===== src/rtl/ext_bus_responder.sv =====
// Purpose : external-memory responder for the MCU51 multiplexed bus (ALE/PSEN/RD/WR, P0/P2).
// Latency : address latched SYNC_STAGES+1 cycles after ALE falls; P0_oe rises 1 cycle after mem_ack.
// Backpres: memory stalls via mem_ack (req held until ack or TIMEOUT); the CPU is never stalled.
//
// Ports:
//   clk, reset                 clock, async active-low reset (deassertion synchronized inside)
//   ALE, PSEN, RD, WR          bus control from the CPU (ALE active high, strobes active low)
//   P0_in, P2_in               pad inputs: P0 = A7..A0 / D7..D0, P2 = A15..A8
//   P0_out, P0_oe              read data and output enable toward the P0 pad
//   mem_req/sel/we/addr/wdata  request to backing memory (sel 0 = CODE, 1 = XDATA)
//   mem_rdata, mem_ack         memory response; ack is a one-cycle pulse
//   bus_err, err_clr           sticky protocol/timeout error and its clear pulse
module ext_bus_responder #(
  parameter int SYNC_STAGES = 2,
  parameter int TIMEOUT     = 15
) (
  input  logic        clk,
  input  logic        reset,
  input  logic        ALE,
  input  logic        PSEN,
  input  logic        RD,
  input  logic        WR,
  input  logic [7:0]  P0_in,
  input  logic [7:0]  P2_in,
  output logic [7:0]  P0_out,
  output logic        P0_oe,
  output logic        mem_req,
  output logic        mem_sel,
  output logic        mem_we,
  output logic [15:0] mem_addr,
  output logic [7:0]  mem_wdata,
  input  logic [7:0]  mem_rdata,
  input  logic        mem_ack,
  output logic        bus_err,
  input  logic        err_clr
);

  typedef enum logic [2:0] {IDLE, ADDR, RDREQ, DRIVE, WRCAP, WRREQ} state_t;

  // Reset: assert immediately, release on the clock.
  logic [1:0] rst_sync;
  logic       rst_n;

  always_ff @(posedge clk or negedge reset) begin
    if (!reset) rst_sync <= 2'b00;
    else        rst_sync <= {rst_sync[0], 1'b1};
  end
  assign rst_n = rst_sync[1];

  // Input synchronizers; all bus inputs share the same depth so data stays aligned with strobes.
  logic [SYNC_STAGES-1:0]      ale_sync, psen_sync, rd_sync, wr_sync;
  logic [SYNC_STAGES-1:0][7:0] p0_sync, p2_sync;

  always_ff @(posedge clk or negedge rst_n) begin
    if (!rst_n) begin
      ale_sync  <= '0;
      psen_sync <= '1;
      rd_sync   <= '1;
      wr_sync   <= '1;
      p0_sync   <= '0;
      p2_sync   <= '0;
    end else begin
      ale_sync  <= {ale_sync[SYNC_STAGES-2:0], ALE};
      psen_sync <= {psen_sync[SYNC_STAGES-2:0], PSEN};
      rd_sync   <= {rd_sync[SYNC_STAGES-2:0], RD};
      wr_sync   <= {wr_sync[SYNC_STAGES-2:0], WR};
      p0_sync   <= {p0_sync[SYNC_STAGES-2:0], P0_in};
      p2_sync   <= {p2_sync[SYNC_STAGES-2:0], P2_in};
    end
  end

  logic       ale_s, psen_s, rd_s, wr_s;
  logic [7:0] p0_s, p2_s;
  assign ale_s  = ale_sync[SYNC_STAGES-1];
  assign psen_s = psen_sync[SYNC_STAGES-1];
  assign rd_s   = rd_sync[SYNC_STAGES-1];
  assign wr_s   = wr_sync[SYNC_STAGES-1];
  assign p0_s   = p0_sync[SYNC_STAGES-1];
  assign p2_s   = p2_sync[SYNC_STAGES-1];

  // Previous synchronized levels for edge detection.
  logic ale_p, psen_p, rd_p, wr_p;

  always_ff @(posedge clk or negedge rst_n) begin
    if (!rst_n) begin
      ale_p  <= 1'b0;
      psen_p <= 1'b1;
      rd_p   <= 1'b1;
      wr_p   <= 1'b1;
    end else begin
      ale_p  <= ale_s;
      psen_p <= psen_s;
      rd_p   <= rd_s;
      wr_p   <= wr_s;
    end
  end

  logic       ale_fall, ale_rise, psen_fall, rd_fall, wr_fall, wr_rise, strobe_rise;
  logic [1:0] n_fall;
  logic [7:0] tmo_cnt;
  logic       tmo_hit;

  assign ale_fall  = ale_p & ~ale_s;
  assign ale_rise  = ~ale_p & ale_s;
  assign psen_fall = psen_p & ~psen_s;
  assign rd_fall   = rd_p & ~rd_s;
  assign wr_fall   = wr_p & ~wr_s;
  assign wr_rise   = ~wr_p & wr_s;
  assign n_fall    = {1'b0, psen_fall} + {1'b0, rd_fall} + {1'b0, wr_fall};
  // In DRIVE the strobe that started the read is implied by mem_sel (CODE=PSEN, XDATA=RD).
  assign strobe_rise = mem_sel ? (~rd_p & rd_s) : (~psen_p & psen_s);
  // The counter starts at 0 on entry, so TIMEOUT cycles in a waiting state ends at TIMEOUT-1.
  assign tmo_hit = (tmo_cnt == 8'(TIMEOUT - 1));

  state_t state;
  logic   abort_pend;  // ALE rose while a memory access was in flight

  always_ff @(posedge clk or negedge rst_n) begin
    if (!rst_n) begin
      state      <= IDLE;
      P0_out     <= 8'h00;
      P0_oe      <= 1'b0;
      mem_req    <= 1'b0;
      mem_sel    <= 1'b0;
      mem_we     <= 1'b0;
      mem_addr   <= 16'h0000;
      mem_wdata  <= 8'h00;
      bus_err    <= 1'b0;
      tmo_cnt    <= 8'h00;
      abort_pend <= 1'b0;
    end else begin
      // Clear first; any set below in the same cycle overrides it.
      if (err_clr) bus_err <= 1'b0;

      case (state)
        IDLE: begin
          P0_oe      <= 1'b0;
          abort_pend <= 1'b0;
          if (ale_fall) begin
            mem_addr <= {p2_s, p0_s};
            tmo_cnt  <= 8'h00;
            state    <= ADDR;
          end
        end

        ADDR: begin
          if (ale_rise) begin
            state <= IDLE;
          end else if (n_fall >= 2'd2) begin
            bus_err <= 1'b1;
            state   <= IDLE;
          end else if (psen_fall || rd_fall) begin
            mem_sel <= rd_fall;
            mem_we  <= 1'b0;
            mem_req <= 1'b1;
            tmo_cnt <= 8'h00;
            state   <= RDREQ;
          end else if (wr_fall) begin
            mem_sel   <= 1'b1;
            mem_we    <= 1'b0;
            mem_wdata <= p0_s;
            state     <= WRCAP;
          end else if (tmo_hit) begin
            bus_err <= 1'b1;
            state   <= IDLE;
          end else begin
            tmo_cnt <= tmo_cnt + 8'd1;
          end
        end

        RDREQ: begin
          if (mem_ack) begin
            mem_req <= 1'b0;
            if (abort_pend || ale_rise) begin
              state <= IDLE;
            end else begin
              P0_out <= mem_rdata;
              P0_oe  <= 1'b1;
              state  <= DRIVE;
            end
          end else if (tmo_hit) begin
            mem_req <= 1'b0;
            bus_err <= 1'b1;
            state   <= IDLE;
          end else begin
            tmo_cnt <= tmo_cnt + 8'd1;
            if (ale_rise) abort_pend <= 1'b1;
          end
        end

        DRIVE: begin
          if (ale_rise || strobe_rise) begin
            P0_oe <= 1'b0;
            state <= IDLE;
          end
        end

        WRCAP: begin
          // The rise-detect cycle already carries post-strobe data, so it is not sampled.
          if (wr_rise) begin
            mem_req <= 1'b1;
            mem_we  <= 1'b1;
            tmo_cnt <= 8'h00;
            state   <= WRREQ;
          end else if (ale_rise) begin
            state <= IDLE;
          end else begin
            mem_wdata <= p0_s;
          end
        end

        WRREQ: begin
          if (mem_ack) begin
            mem_req <= 1'b0;
            mem_we  <= 1'b0;
            state   <= IDLE;
          end else if (tmo_hit) begin
            mem_req <= 1'b0;
            mem_we  <= 1'b0;
            bus_err <= 1'b1;
            state   <= IDLE;
          end else begin
            tmo_cnt <= tmo_cnt + 8'd1;
          end
        end

        default: state <= IDLE;
      endcase
    end
  end

endmodule


===== config.mk =====
export PLATFORM = sky130hd
export DESIGN_NAME = ext_bus_responder
export DESIGN_NICKNAME = d
export VERILOG_FILES = /design/src/rtl/ext_bus_responder.sv
export SDC_FILE = /design/constraint.sdc
export NUM_CORES = 1
export LEC_CHECK = 0
export CORE_MARGIN = 10
export CORE_UTILIZATION = 31
export DETAILED_ROUTE_END_ITERATION = 7
export RECOVER_POWER = 25
export REMOVE_ABC_BUFFERS = 1
export SETUP_SLACK_MARGIN = 0.15
export SKIP_LAST_GASP = 1
export SYNTH_ARGS = -nofsm -noshare
export SYNTH_HDL_FRONTEND = slang
export SYNTH_SLANG_ARGS = --single-unit

===== constraint.sdc =====
create_clock -name clk -period 3 [get_ports clk]
set_clock_uncertainty 0.05 [all_clocks]
set_input_delay 0.6 -clock clk [delete_from_list [all_inputs] [get_ports clk]]
set_output_delay 0.6 -clock clk [all_outputs]
set_load 0.1 [all_outputs]

Run 1, nets reached from selected ports:
Drawn at 3 px/um.
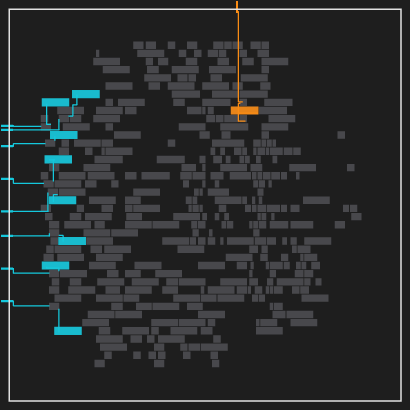
| port | colour | direction | edge | end cells | wire |
|---|---|---|---|---|---|
| mem_req | orange | output | north | 1 | 47.5 um |
| P2_in | cyan | input | west | 8 | 164 um |
I/O pin count: 69
I/O Buffers: 68

Run 1, sizing map:
Drawn at 3 px/um.
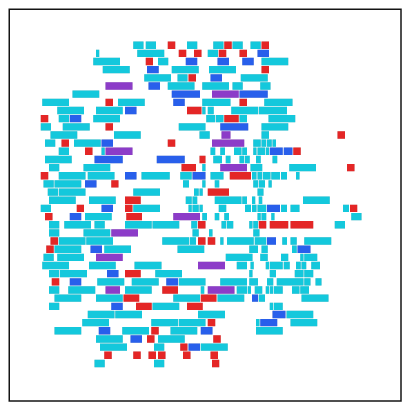
| size | colour | cells |
|---|---|---|
| drive 3 to 4 | red | 61 |
| drive 2 | blue | 38 |
| drive 1 or less | cyan | 236 |
| drive 6 and up | purple | 12 |
area delta synth->final: 28.4%
Buffers excl. clock: 74

==> run_results.csv, run 1 <==
group,metric,value,unit
final_timing,fin_crit_sh,83.6,%
flow_run,warning_count,26,
grt,grt-ovfl-total,0,
critical_path,max_stage_delay,0.56,ns
synth,simple_gate_area_share,10.3,%
grt,met2_usage,14.8,%
critical_path,crit_fanout,9,
grt,grt_antenna_before_repair,1,
cts,clk_latency,0.33,ns
hold_path,hold_path.startpoint,"ale_sync[0]",
synth,synth-main-ff-cell,"dfrtp_1",
final_timing,holdWs,0.293,ns
critical_path,critPathRequiredTime,3.17,ns
critical_path,crit_family,"simple AND/OR/NAND/NOR gates",
run_status,violations,"capacitance limit, slew limit",
flow_run,maxCapViolCount,1,
cts,htreeDepth,3,
run_status,outcome,"finished, violations left",
layout,layout-drive-gt1-share,32.0,%
critical_path,crit_end,"mem_wdata[6]",
hold_path,hold_end,"ale_sync[1]",
cts,ctsRootBufferMaster,"clkbuf_16",
cts,clock-sinks,95,
synth,seq_area_frac_synth,63.6,%
critical_path,r2r_slack,0.49,ns
placed_design,dp_slack,0.502,ns
route,wl_met1,3520,um
synth,ys_area,3750,um2
synth,top_logic_kind,"AND-OR/OR-AND gates",
final_timing,hold_violations,0,
die,die-width,130,um
route,wl_met3,461,um
die,core.rowCount,40,
synth,ys_sh_xor,0,%
final_timing,drv_slew,54,
die,fp.dieArea,16900,um2
die,die_h,130,um
critical_path,worstPathCellList,"nand2b_4 -> inv_1 -> ha_1 -> nor4_2 -> a21oi_1 -> or3_1 -> mux2_4",
cts,ctsHoldBuffers,0,
synth,post_synth.cell_area_avg,14.2,um2
grt,grt_usage,9.61,%
hold_path,holdPathStages,0,
route,wl_met2,3820,um
cts,cts_buffer_depth,2,
Run 1, local utilization:
Drawn at 3 px/um. The die is cut into 13 by 13 equal tiles; dark blue is low, red is high, 0 to 100% covered.
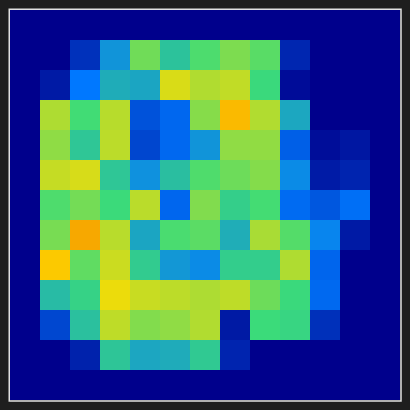
nearly empty tiles: 37%
mean over tiles: 27%
emptiest ninth of the die: north-east
fp util: 31.5%
core outline area: 11900 um2
Post-Route Utilization: 40.5%

Run 1, the metal 1 layer:
Drawn at 4 px/um. Supply wires on this layer in grey.
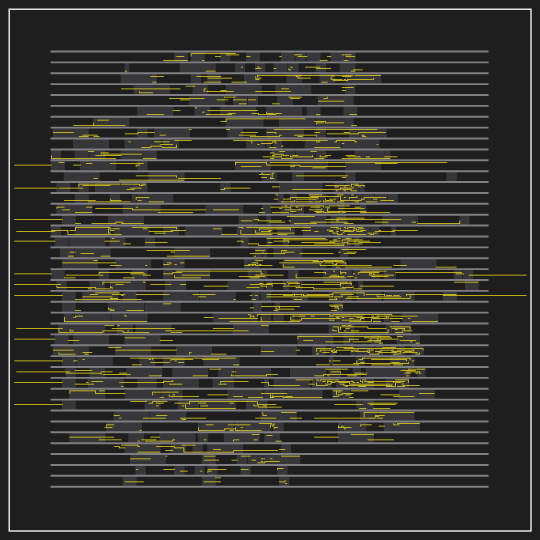
longest straight run: 44.2 um
nets with wire on the layer: 340
wire length on this layer: 3520 um
share of all routed wire: 44%
main direction: horizontal
met1 Use GR: 11.9%
DR vias: 2378
WL final: 7940 um

run 1: area by class of cell:
type                       count  area, um2
fill                        1127       7090
sequential                    95       2390
multi-input combinational    152       1270
timing repair buffer          74        633
clock buffer                  12        246
tap                          147        184
clock inverter                 4       53.8
inverter                      10       40.0
antenna                        1       2.50
run 1: cells in the mapped netlist (3+ instances only):
cell	instances	area, um2
dfrtp_1	86	2150
mux2_2	24	270
nand2_1	11	41.3
a21oi_1	9	45.0
dfstp_2	9	236
inv_1	9	33.8
mux2_4	8	120
nand2b_1	8	50.1
nor2_1	7	26.3
o21ai_0	7	35.0
nand3_1	6	30.0
nor3_1	6	30.0
a311oi_1	3	26.3
a31oi_1	3	18.8
buf_2	3	15.0
ha_1	3	37.5
nor2b_1	3	18.8
o31ai_1	3	22.5
run 1: through the flow:
stage | area [um2] | cells
after floorplan | 3700 | 257
after global placement | 4520 | 478
after detailed placement | 4520 | 478
after CTS | 4820 | 494
after global routing | 4820 | 495
final | 4820 | 495
run 1: state kept, by name (all words and copies together), names as in the netlist, 2 cells and up:
| name | flops |
|---|---|
| ale_sync | 2 |
| psen_sync | 2 |
| P0_out | 8 |
| tmo_cnt | 8 |
| p2_sync | 8 |
| rd_sync | 2 |
| p0_sync | 8 |
| rst_sync | 2 |
| p0_s | 8 |
| wr_sync | 2 |
| mem_wdata | 8 |
| p2_s | 8 |
| mem_addr | 16 |
| state | 3 |
## Run 2: what changed since run 1
==> constraint.sdc (replaced) <==
create_clock -name clk -period 2.5 [get_ports clk]
set_clock_uncertainty 0.05 [all_clocks]
set_input_delay 0.5 -clock clk [delete_from_list [all_inputs] [get_ports clk]]
set_output_delay 0.5 -clock clk [all_outputs]
set_load 0.1 [all_outputs]
Run 2, nets reached from selected ports:
Drawn at 3 px/um.
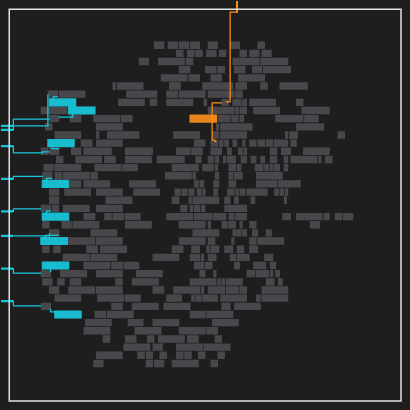
| port | colour | direction | edge | end cells | wire |
|---|---|---|---|---|---|
| mem_req | orange | output | north | 1 | 52.9 um |
| P2_in | cyan | input | west | 8 | 147 um |

Run 2, sizing map:
Drawn at 3 px/um.
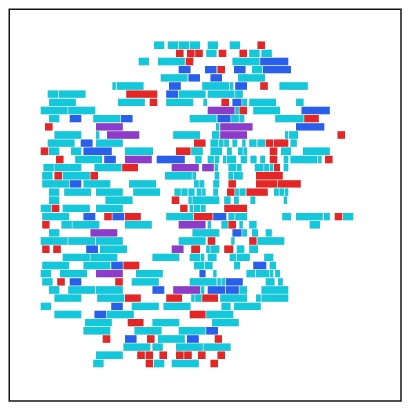
| size | colour | cells |
|---|---|---|
| drive 1 or less | cyan | 231 |
| drive 3 to 4 | red | 71 |
| drive 6 and up | purple | 13 |
| drive 2 | blue | 39 |
Buffers excl. clock: 82
fin area: 4930 um2
Setup WS post-layout: 0.153 ns
area delta synth->final: 31.4%

Run 2, the metal 1 layer:
Drawn at 4 px/um. Supply wires on this layer in grey.
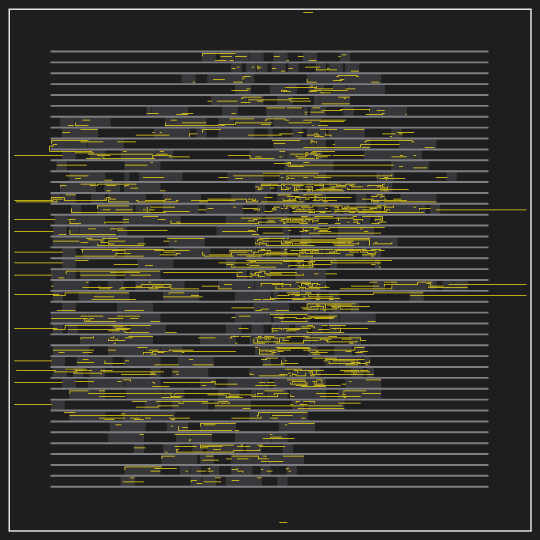
wire length on this layer: 3730 um
longest straight run: 31.7 um
nets with wire on the layer: 346
met1 Use GR: 12.4%
WL final: 8150 um
DR vias: 2404

==> run_results.csv, run 2 <==
group,metric,value,unit
run_status,outcome,"complete, no violations",
placed_design,io_buffers,68,
grt,grt-ovfl-total,0,
cts,cts_buffer_depth,2,
final_timing,fin_crit_sh,93.9,%
layout,top_register,"mem_addr",
die,die-width,130,um
final_timing,hold_violations,0,
synth,common_cells,"86 x dfrtp_1, 24 x mux2_2, 11 x nand2_1",
synth,synth.top_cell.area_share,57.3,%
die,coreArea,11900,um2
layout,largest_reg_flops,16,
critical_path,r2r_slack,0.15,ns
cts,htreeDepth,3,
synth,ys_area,3750,um2
die,die_h,130,um
layout,final_cell_count_no_fill,501,
die,ios,69,
layout,final_util,41.4,%
synth,synth-main-ff-cell,"dfrtp_1",
flow_run,maxCapViolCount,0,
-- run 2: final timing paths --
kind | endpoint | depth (start not counted)
worst max-delay path | mem_wdata[1] | 8
worst min-delay path | mem_addr[13] | 0
worst max register to register | mem_wdata[1] | 8
worst min register to register | mem_addr[13] | 0
max in group asynchronous | psen_p | 1
min in group clk | p2_s[5] | 0
-- run 2: logic make-up (layout without fill, tap and decap cells) --
logic type / count (synthesis) / in the layout / share of synthesized area [%]
other cells: 1 / 1 / 0.0999
fa+ha+maj: 3 / 3 / 1.00
buf+inv: 18 / 107 / 2.47
compound gates: 54 / 54 / 12.1
flops: 95 / 95 / 63.6
simple gates: 62 / 62 / 10.3
mux: 32 / 32 / 10.4
-- run 2: layout make-up --
class                   instances  area, um2  share of cell area [%]
well taps                     147        184                    3.73
repair buffers                 82        701                    14.2
flip-flops and latches         95       2390                    48.5
inverters                      10       40.0                   0.812
clock inverters                 3       68.8                    1.40
clock buffers                  12        236                    4.79
multi-input cells             152       1310                    26.6
-- run 2: layer usage --
| layer | vias to the layer above | routed length [um] |
|---|---|---|
| li1 | 1128 | - |
| met1 | 1196 | 3730 |
| met2 | 69 | 3890 |
| met3 | 11 | 435 |
| met4 | 0 | 91 |
| met5 | - | 0 |
-- run 2: repair_timing --
item,in CTS,in global routing
resized,2,8
pin swaps,1,2
endpoints found under the setup margin,10,16
endpoints found under the hold margin,0,0
buffers inserted,0,5
gates cloned,0,1
## Run 3: what changed since run 2
--- a/config.mk
+++ b/config.mk
@@ -6,11 +6,12 @@
 export NUM_CORES = 1
 export LEC_CHECK = 0
 export CORE_MARGIN = 10
-export CORE_UTILIZATION = 31
+export CORE_UTILIZATION = 36
 export DETAILED_ROUTE_END_ITERATION = 7
+export GPL_TIMING_DRIVEN = 0
 export RECOVER_POWER = 25
 export REMOVE_ABC_BUFFERS = 1
-export SETUP_SLACK_MARGIN = 0.15
+export SETUP_SLACK_MARGIN = 0.02
 export SKIP_LAST_GASP = 1
 export SYNTH_ARGS = -nofsm -noshare
 export SYNTH_HDL_FRONTEND = slang
Run 3, the metal 1 layer:
Drawn at 4 px/um. Supply wires on this layer in grey.
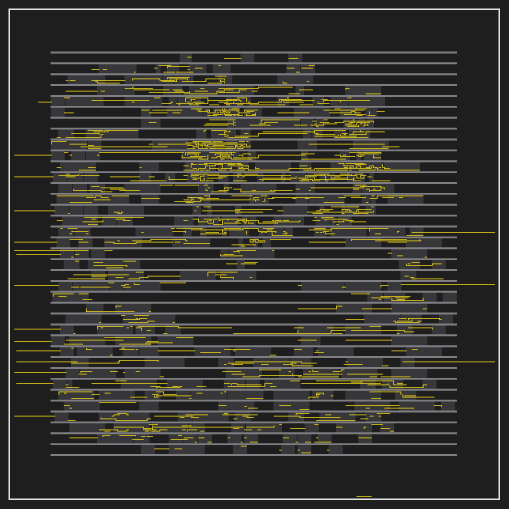
main direction: horizontal
nets with wire on the layer: 338
wire length on this layer: 3210 um
met1 Use GR: 12.3%
WL final: 7370 um
DR vias: 2369

Run 3, nets reached from selected ports:
Drawn at 3 px/um.
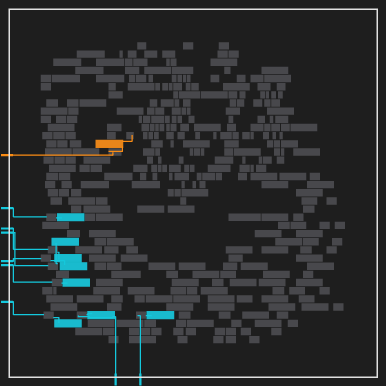
| port | colour | direction | edge | end cells | wire |
|---|---|---|---|---|---|
| P2_in | cyan | input | 6 west, 2 south | 8 | 183 um |
| mem_req | orange | output | west | 1 | 46.2 um |

Run 3, placement view:
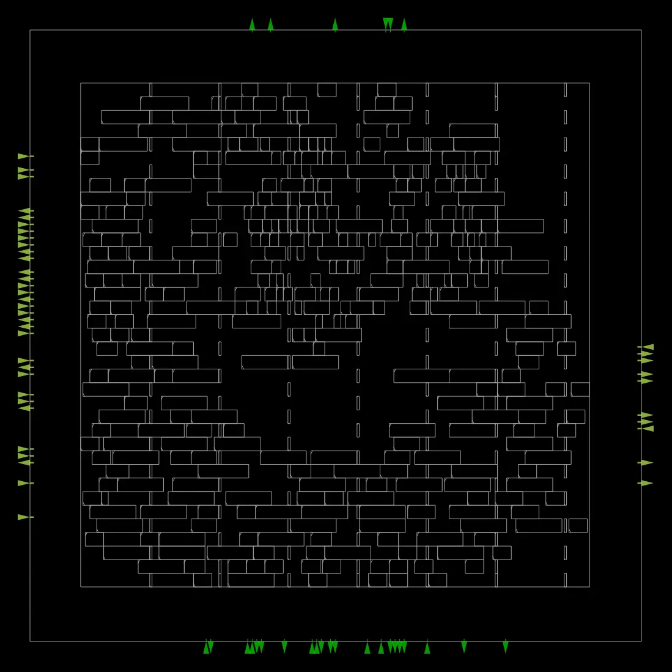
core outline area: 10200 um2
flop share of the area: 49.6%
cell row count: 37
Post-Route Utilization: 47.0%

==> run_results.csv, run 3 <==
group,metric,value,unit
run_status,outcome,"finished, violations left",
run_status,violations,"capacitance limit, slew limit",
cts,post-cts-setup-buffers,0,
synth,synth.top_cell.area_share,57.3,%
synth,synth_dominant_cell_count,"dfrtp_1",
cts,cts_buffer_depth,2,
critical_path,r2r_slack,0.07,ns
layout,antennaDiodeCount,0,
hold_path,hold_path.startpoint,"p0_sync[1]",
layout,combGateArea,1280,um2
critical_path,ff2ff_path_depth,7,
hold_path,holdPathStages,0,
flow_run,maxCapViolCount,1,
synth,seq_area_frac_synth,63.6,%
grt,grt_usage,10.3,%
final_timing,fin_crit_sh,97.2,%
critical_path,reg2reg_to,"mem_wdata[6]",
die,fp.dieArea,14900,um2
critical_path,crit_fanout,9,
final_timing,holdWs,0.303,ns
final_timing,drv_slew,37,
flow_run,warning_count,27,
layout,area_growth,28.1,%
die,die_h,122,um
hold_path,hold_end,"p0_s[1]",
route,wl_met3,571,um
route,wl_met1,3210,um
synth,largest_area_cell,"dfrtp_1",
final_timing,hold_violations,0,
layout,largest_reg_flops,16,
layout,top_register,"mem_addr",
die,die-width,122,um
synth,synth-main-ff-cell,"dfrtp_1",
critical_path,critPathRequiredTime,2.69,ns
route,wl_met2,3480,um
critical_path,crit_end,"mem_wdata[6]",
synth,topCellsByArea,"dfrtp_1 57%, mux2_2 7.2%, dfstp_2 6.3%",
layout,layout-drive-gt1-share,21.9,%
-- run 3: netlist changes by cell type in the layout (fill, tap and decap cells not counted), sizes merged --
cell           before  now
dlygate4sd2         0    1
clkbuf             12   10
buf                51    3
clkinvlp            0    1
bufinv              2    1
inv                10   13
clkdlybuf4s50      10   42
clkinv              1    0
dlymetal6s2s        0    4
-- run 3: metrics by stage --
| step | util (%) | worst slack [ns] | instance area, um2 | instances |
|---|---|---|---|---|
| floorplan | - | -0.376 | 3700 | 257 |
| detailed placement | 44.8 | -0.161 | 4580 | 462 |
| global route | 47.0 | 0.00965 | 4810 | 479 |
| CTS | 46.8 | 0.0286 | 4790 | 477 |
| finish | 47.0 | 0.0703 | 4810 | 479 |
| global placement | 44.5 | -1.39 | 4550 | 461 |
-- run 3: final cells by class --
class,instances,share of cell area (%)
well taps,136,3.54
flip-flops and latches,95,49.6
clock buffers,10,2.86
repair buffers,71,15.2
multi-input cells,152,26.6
inverters,10,0.832
clock inverters,5,1.33
-- run 3: logic make-up after synthesis --
family | share of synthesized area (%)
fa+ha+maj | 1.00
compound gates | 12.1
mux | 10.4
flops | 63.6
simple gates | 10.3
other cells | 0.0999
buf+inv | 2.47
-- run 3: per-layer routing --
metal	vias to the layer above	track usage [%]
met5	-	0
met4	0	4.86
met3	9	3.65
met2	69	16.2
met1	1177	12.3
li1	1114	-
-- run 3: worst max-delay path, cell delays in order (launching register included) --
cell,delay [ns]
dfstp_2,0.56
nand2b_4,0.16
inv_1,0.06
ha_1,0.25
nor4_2,0.35
a21oi_1,0.11
or3_4,0.44
mux2_4,0.32
